### src/rtl/mult_div_unit.sv
// Iterative MIPS multiply/divide unit owning the HI/LO registers; one add/sub step per cycle.
// Optional cancel port enabled by defining MDU_CANCEL_EN.
module mult_div_unit #(
    parameter int DATA_LEN = 32
) (
    input  logic                clk,
    input  logic                rst_n,
    input  logic                start,
    input  logic [1:0]          op,
    input  logic [DATA_LEN-1:0] in1,
    input  logic [DATA_LEN-1:0] in2,
    input  logic                hi_we,
    input  logic                lo_we,
    input  logic [DATA_LEN-1:0] wr_data,
`ifdef MDU_CANCEL_EN
    input  logic                cancel,
`endif
    output logic                busy,
    output logic                done,
    output logic [DATA_LEN-1:0] hi,
    output logic [DATA_LEN-1:0] lo
);

    localparam int CNT_W = (DATA_LEN > 1) ? $clog2(DATA_LEN) : 1;
    localparam logic [CNT_W-1:0] CNT_ONE  = CNT_W'(1);
    localparam logic [CNT_W-1:0] CNT_LAST = CNT_W'(DATA_LEN - 1);
    localparam logic [DATA_LEN-1:0] ZERO_W = {DATA_LEN{1'b0}};

    typedef enum logic [1:0] {
        ST_IDLE = 2'b00,
        ST_LOAD = 2'b01,
        ST_ITER = 2'b10,
        ST_FIX  = 2'b11
    } state_t;

    state_t                state_r;
    logic [1:0]            op_r;
    logic [DATA_LEN-1:0]   a_r;
    logic [DATA_LEN-1:0]   b_r;
    logic [DATA_LEN-1:0]   acc_r;
    logic [DATA_LEN-1:0]   q_r;
    logic [CNT_W-1:0]      cnt_r;
    logic                  neg_lo_r;
    logic                  neg_hi_r;

    logic                  cancel_s;
    logic                  sa_s;
    logic                  sb_s;
    logic [DATA_LEN-1:0]   abs_a_s;
    logic [DATA_LEN-1:0]   abs_b_s;
    logic [DATA_LEN:0]     add_s;
    logic [DATA_LEN:0]     shl_s;
    logic [DATA_LEN:0]     sub_s;
    logic [DATA_LEN-1:0]   acc_nx_s;
    logic [DATA_LEN-1:0]   q_nx_s;
    logic [2*DATA_LEN-1:0] prod_s;
    logic [2*DATA_LEN-1:0] prod_fix_s;
    logic [DATA_LEN-1:0]   hi_res_s;
    logic [DATA_LEN-1:0]   lo_res_s;

`ifdef MDU_CANCEL_EN
    assign cancel_s = cancel;
`else
    assign cancel_s = 1'b0;
`endif

    function automatic logic [DATA_LEN-1:0] neg2c(input logic [DATA_LEN-1:0] x);
        return ~x + {{(DATA_LEN-1){1'b0}}, 1'b1};
    endfunction

    function automatic logic [2*DATA_LEN-1:0] neg2c_wide(input logic [2*DATA_LEN-1:0] x);
        return ~x + {{(2*DATA_LEN-1){1'b0}}, 1'b1};
    endfunction

    function automatic logic [DATA_LEN-1:0] abs_val(input logic [DATA_LEN-1:0] x,
                                                    input logic                neg);
        if (neg) begin
            return neg2c(x);
        end else begin
            return x;
        end
    endfunction

    // Operand conditioning, per-cycle step datapath and final sign fix-up
    always_comb begin
        sa_s    = ~op_r[0] & a_r[DATA_LEN-1];
        sb_s    = ~op_r[0] & b_r[DATA_LEN-1];
        abs_a_s = abs_val(a_r, sa_s);
        abs_b_s = abs_val(b_r, sb_s);

        add_s = {1'b0, acc_r} + (q_r[0] ? {1'b0, b_r} : {1'b0, ZERO_W});
        shl_s = {acc_r, q_r[DATA_LEN-1]};
        // acc < divisor always holds, so the top bit of the difference is the borrow
        sub_s = shl_s - {1'b0, b_r};

        if (op_r[1]) begin
            if (sub_s[DATA_LEN]) begin
                acc_nx_s = shl_s[DATA_LEN-1:0];
                q_nx_s   = {q_r[DATA_LEN-2:0], 1'b0};
            end else begin
                acc_nx_s = sub_s[DATA_LEN-1:0];
                q_nx_s   = {q_r[DATA_LEN-2:0], 1'b1};
            end
        end else begin
            acc_nx_s = add_s[DATA_LEN:1];
            q_nx_s   = {add_s[0], q_r[DATA_LEN-1:1]};
        end

        prod_s     = {acc_r, q_r};
        prod_fix_s = neg_lo_r ? neg2c_wide(prod_s) : prod_s;
        if (op_r[1]) begin
            lo_res_s = neg_lo_r ? neg2c(q_r) : q_r;
            hi_res_s = neg_hi_r ? neg2c(acc_r) : acc_r;
        end else begin
            lo_res_s = prod_fix_s[DATA_LEN-1:0];
            hi_res_s = prod_fix_s[2*DATA_LEN-1:DATA_LEN];
        end
    end

    // Control FSM with registered busy/done/HI/LO
    always_ff @(posedge clk) begin
        if (!rst_n) begin
            state_r  <= ST_IDLE;
            op_r     <= 2'b00;
            a_r      <= ZERO_W;
            b_r      <= ZERO_W;
            acc_r    <= ZERO_W;
            q_r      <= ZERO_W;
            cnt_r    <= {CNT_W{1'b0}};
            neg_lo_r <= 1'b0;
            neg_hi_r <= 1'b0;
            busy     <= 1'b0;
            done     <= 1'b0;
            hi       <= ZERO_W;
            lo       <= ZERO_W;
        end else begin
            done <= 1'b0;
            if (cancel_s && busy) begin
                state_r <= ST_IDLE;
                busy    <= 1'b0;
            end else begin
                case (state_r)
                    ST_IDLE: begin
                        if (hi_we) begin
                            hi <= wr_data;
                        end
                        if (lo_we) begin
                            lo <= wr_data;
                        end
                        if (start) begin
                            op_r    <= op;
                            a_r     <= in1;
                            b_r     <= in2;
                            busy    <= 1'b1;
                            state_r <= ST_LOAD;
                        end
                    end
                    ST_LOAD: begin
                        // q holds the multiplier or dividend; b holds the multiplicand or divisor
                        q_r      <= op_r[1] ? abs_a_s : abs_b_s;
                        b_r      <= op_r[1] ? abs_b_s : abs_a_s;
                        neg_lo_r <= sa_s ^ sb_s;
                        neg_hi_r <= op_r[1] ? sa_s : (sa_s ^ sb_s);
                        acc_r    <= ZERO_W;
                        cnt_r    <= {CNT_W{1'b0}};
                        state_r  <= ST_ITER;
                    end
                    ST_ITER: begin
                        acc_r <= acc_nx_s;
                        q_r   <= q_nx_s;
                        cnt_r <= cnt_r + CNT_ONE;
                        if (cnt_r == CNT_LAST) begin
                            state_r <= ST_FIX;
                        end
                    end
                    ST_FIX: begin
                        hi      <= hi_res_s;
                        lo      <= lo_res_s;
                        done    <= 1'b1;
                        busy    <= 1'b0;
                        state_r <= ST_IDLE;
                    end
                    default: begin
                        state_r <= ST_IDLE;
                        busy    <= 1'b0;
                    end
                endcase
            end
        end
    end

endmodule

### config.mk
export PLATFORM = sky130hd
export DESIGN_NAME = mult_div_unit
export DESIGN_NICKNAME = d
export VERILOG_FILES = /design/src/rtl/mult_div_unit.sv
export SDC_FILE = /design/constraint.sdc
export NUM_CORES = 1
export LEC_CHECK = 0
export ABC_AREA = 1
export CAP_MARGIN = 0
export CORE_MARGIN = 1.5
export CORE_UTILIZATION = 52
export CTS_CLUSTER_DIAMETER = 40
export DETAILED_ROUTE_END_ITERATION = 8
export PLACE_DENSITY = 0.77
export SLEW_MARGIN = 20
export SYNTH_ARGS = -nofsm -noshare
export SYNTH_HDL_FRONTEND = slang
export SYNTH_SLANG_ARGS = --single-unit
export TNS_END_PERCENT = 1
### constraint.sdc
create_clock -name clk -period 7.1 [get_ports clk]
set_input_delay 2.13 -clock clk [delete_from_list [all_inputs] [get_ports clk]]
set_output_delay 2.13 -clock clk [all_outputs]
set_load 0.005 [all_outputs]
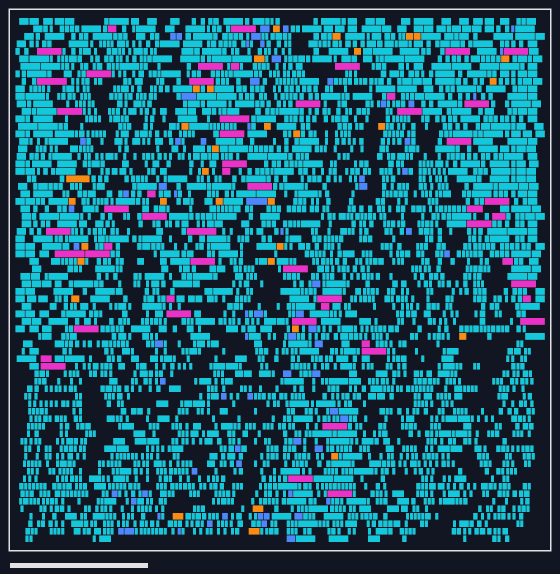
Figure 1: cells by drive strength.
The bar under the picture is 50 um long.
| colour | size | cells | share |
|---|---|---|---|
| magenta | drive 6 and up | 53 | 1.5% |
| orange | drive 3 to 4 | 32 | 0.90% |
| cyan | drive 1 or less | 3397 | 96% |
| blue | drive 2 | 70 | 2.0% |
nonclk buf count: 189
Layout area overhead: 15.7%
Finished Cell Area: 0.0224 mm2
final worst slack: 2.83 ns

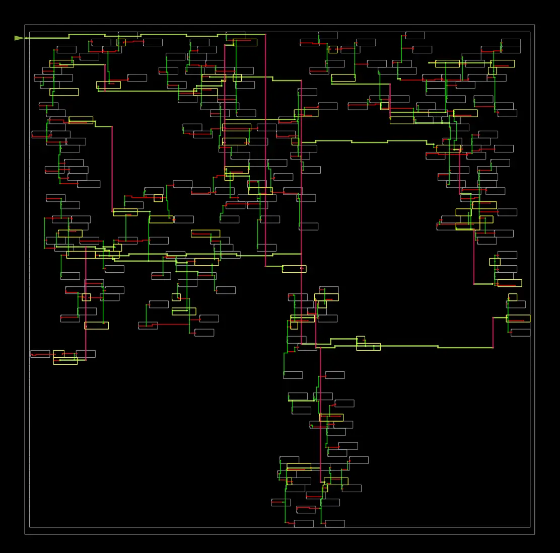
Figure 2: clock nets.
clock buf count: 36
Flop Count: 205
CTS buffer count: 35
Worst Skew: 0.0232 ns
TritonCTS Sinks: 205

==> results.ini <==
[clock_network]
cts_setup_buffers = 0
clockBufferDepth = 3
cts_root_buf = clkbuf_16
cts_tree = built
htreeDepth = 2
clkTransAtPathRegs_ns = 0.06
clock_latency_ns = 0.55

[floorplan]
fp_util_pct = 52.8
die-area_mm2 = 0.0384
fp.dieH_um = 196
num_io_pins = 169
rows = 70
chipWidth_um = 196

[power]
power_frac_comb_pct = 59.7
worst_ir_drop_vdd_mv = 0.230
power_leakage_nw = 11.0
p_sw_share_pct = 54.3
power_density_mw_per_mm2 = 420
clkPwrFrac_pct = 18.6
p_sw_mw = 5.10
seqPwrFrac_pct = 21.7
internal_power_mw = 4.29

[job]
warning_count = 31
maxCapViolations = 0

[worst_hold_path]
hp-class = register to register
holdPathStages = 2

[yosys]
fp_nets = 3623
yosys_area_mm2 = 0.0193
async_reset_ff_share_pct = 0
yosys.area.top_type = dfxtp_1
ys_seq_share_pct = 21.2
top_cell = nand2_1
yosysUniqueCellTypes = 50
netlist_instances = 3444
yosys-top-cells-count = nand2_1 (1009), inv_1 (477), a21oi_1 (321)
synth-edff-count = 0
yosys.area.top_type_share_pct = 21.2
postSynthAreaPerCell_um2 = 5.62
ys_seq_elements = 205
yosys_warnings = 0

[global_routing]
gr-total-overflow = 0
grt_pass1_vias = 21700
grt_max_degree = 109
antenna_found_initial = 1

[place]
io_buffers = 168
dp_slack_ns = 2.35
placed_cells = 3960
dp_hpwl_um = 64700
gp_congestion = 1.04

[route]
drt_iter0_markers = 3243
viasPerCell = 5.98
vias = 24000
wire_per_inst_um = 20.6

[sta]
period_used_pct = 60.2
period_minus_slack_ns = 4.27
hold_viol_final = 0
setup_viol = 0
tns_ns = 0
max_freq_mhz = 234
grt_setup_unrepaired = no
fin_hold_ws_ns = 0.480
tightest_slew_ns = 1.00

[cells_and_area]
layoutNonFillerInstCount = 4020
final_util_pct = 61.1
antenna_cells = 0
final_nets = 3708
drive_gt1_share_pct = 4.36

[setup_path]
path_class = input port to register
critPathLaunchType = input port
critPathMaxFanout = 63
cp.arrival_ns = 4.71

[outcome]
status = complete, no violations

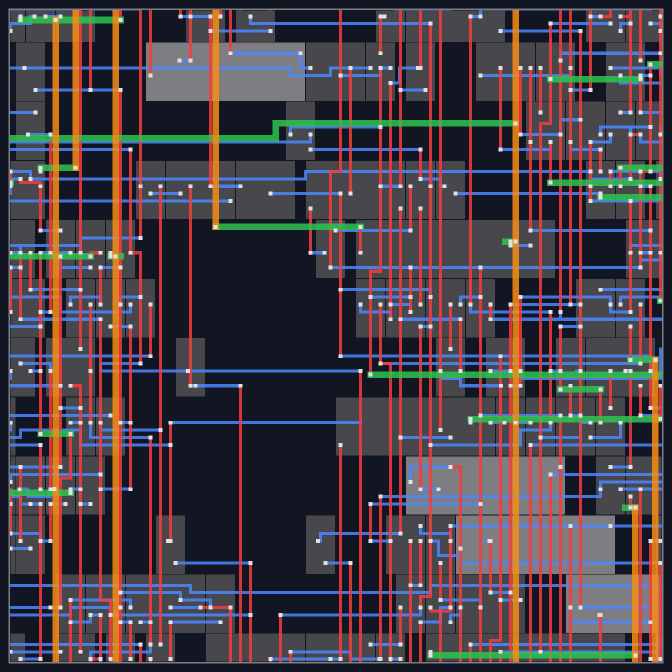
Figure 3: layout detail.
Window x 83 to 113, y 83 to 113 um. Cells in grey, sequential cells in the stronger grey; small squares are vias.
| colour | layer |
|---|---|
| green | met3 |
| orange | met4 |
| red | met2 |
| blue | met1 |
sequential cells in the window: 4
netlist names of flops here include: `acc_r` (3), `q_r` (1)
cells with their middle in the window: 82
most frequent: nand2_1 (26), inv_1 (12), nand3_1 (10)

[cells by family after synthesis]
kind of cell,share of synthesized area (%)
and+or+nand+nor,37.8
AOI/OAI and AO/OA,19.9
buffers and inverters,12.6
DFF,21.2
xor gates and xnor gates,3.44
adders and majority gates,4.99
[layout by cell type, fill, tap and decap left out, types with 3 or more instances in the layout]
cell	netlist	routed
a21oi_2	13	13
nor3_1	36	36
a31oi_1	26	26
clkdlybuf4s50_1	0	167
nand4_1	43	43
a22oi_1	11	11
nand2_1	1009	1008
nor2_2	10	11
o21ai_2	2	3
o21bai_1	15	15
inv_6	0	10
nor4_1	6	6
clkbuf_16	0	35
nand3b_1	8	8
nor2_1	265	264
bufinv_16	0	4
nor3_2	4	4
o21ai_1	7	7
ha_1	74	73
clkinv_4	0	3
and2_1	8	8
or2_1	3	3
o221ai_1	3	3
o21ai_0	271	270
nand3_1	320	320
or2_2	8	8
buf_4	0	22
dfxtp_1	205	203
a21o_1	5	5
xor2_1	65	65
inv_2	8	11
nand2_2	12	13
clkinv_2	1	3
a21oi_1	321	321
o211ai_1	33	33
inv_1	477	476
clkinv_1	5	3
xnor2_1	11	11
[critical path, stage by stage]
cell and delay [ns]:
clkdlybuf4s50_1 0.48, nand2_2 0.51, o21ai_2 0.21, buf_4 0.35, clkinv_1 0.22, buf_4 0.29, a21oi_1 0.17, o221ai_1 0.13
o211ai_1 0.12, inv_1 0.05
[registers in the layout, indices dropped and copies added, names as in the netlist, 2 cells and up]
name / count
op_r: 2
b_r: 32
hi: 32
state_r: 2
a_r: 32
acc_r: 32
lo: 32
q_r: 32
cnt_r: 5
[power groups by stage]
stage	logic [mW]	clock network [mW]	registers, mW
after global placement	5.30	0	2.00
final	5.61	1.75	2.04
after detailed placement	5.37	0	2.01
after floorplan	3.75	0	1.78
after CTS	5.41	1.75	1.99
after global routing	6.11	1.80	2.05
[worst max-delay path by stage]
stage                     endpoint  slack (ns)  start  cells after the start
after CTS                   b_r[1]        2.89  start                     10
after global placement      b_r[1]        2.42  start                     10
after global routing       b_r[17]        2.60  start                     10
after floorplan             b_r[1]        3.82  start                      8
final                       b_r[1]        2.83  start                     10
after detailed placement    b_r[1]        2.35  start                     10
[metal layers]
layer / vias to the layer above / track usage (%) / share of wire (%)
met5: - / 0 / 0.016
met4: 2 / 18.0 / 4.7
met3: 234 / 10.3 / 13
met2: 1585 / 62.7 / 41
met1: 10900 / 58.0 / 41
li1: 11300 / - / -
[per-stage QoR]
step | power (mW) | area (um2)
after floorplan | 5.53 | 19300
after global placement | 7.30 | 21200
after detailed placement | 7.38 | 21200
after CTS | 9.15 | 22400
after global routing | 9.97 | 22400
final | 9.39 | 22400
[cell type report]
class / instances / area [um2] / share of cell area, %
multi-input cells: 2607 / 12800 / 57.3
flip-flops and latches: 205 / 4110 / 18.4
inverters: 491 / 1840 / 8.24
repair buffers: 189 / 1840 / 8.21
clock buffers: 36 / 890 / 3.98
well taps: 468 / 586 / 2.62
clock inverters: 24 / 298 / 1.33
Power is estimated from default activity; no workload was simulated.
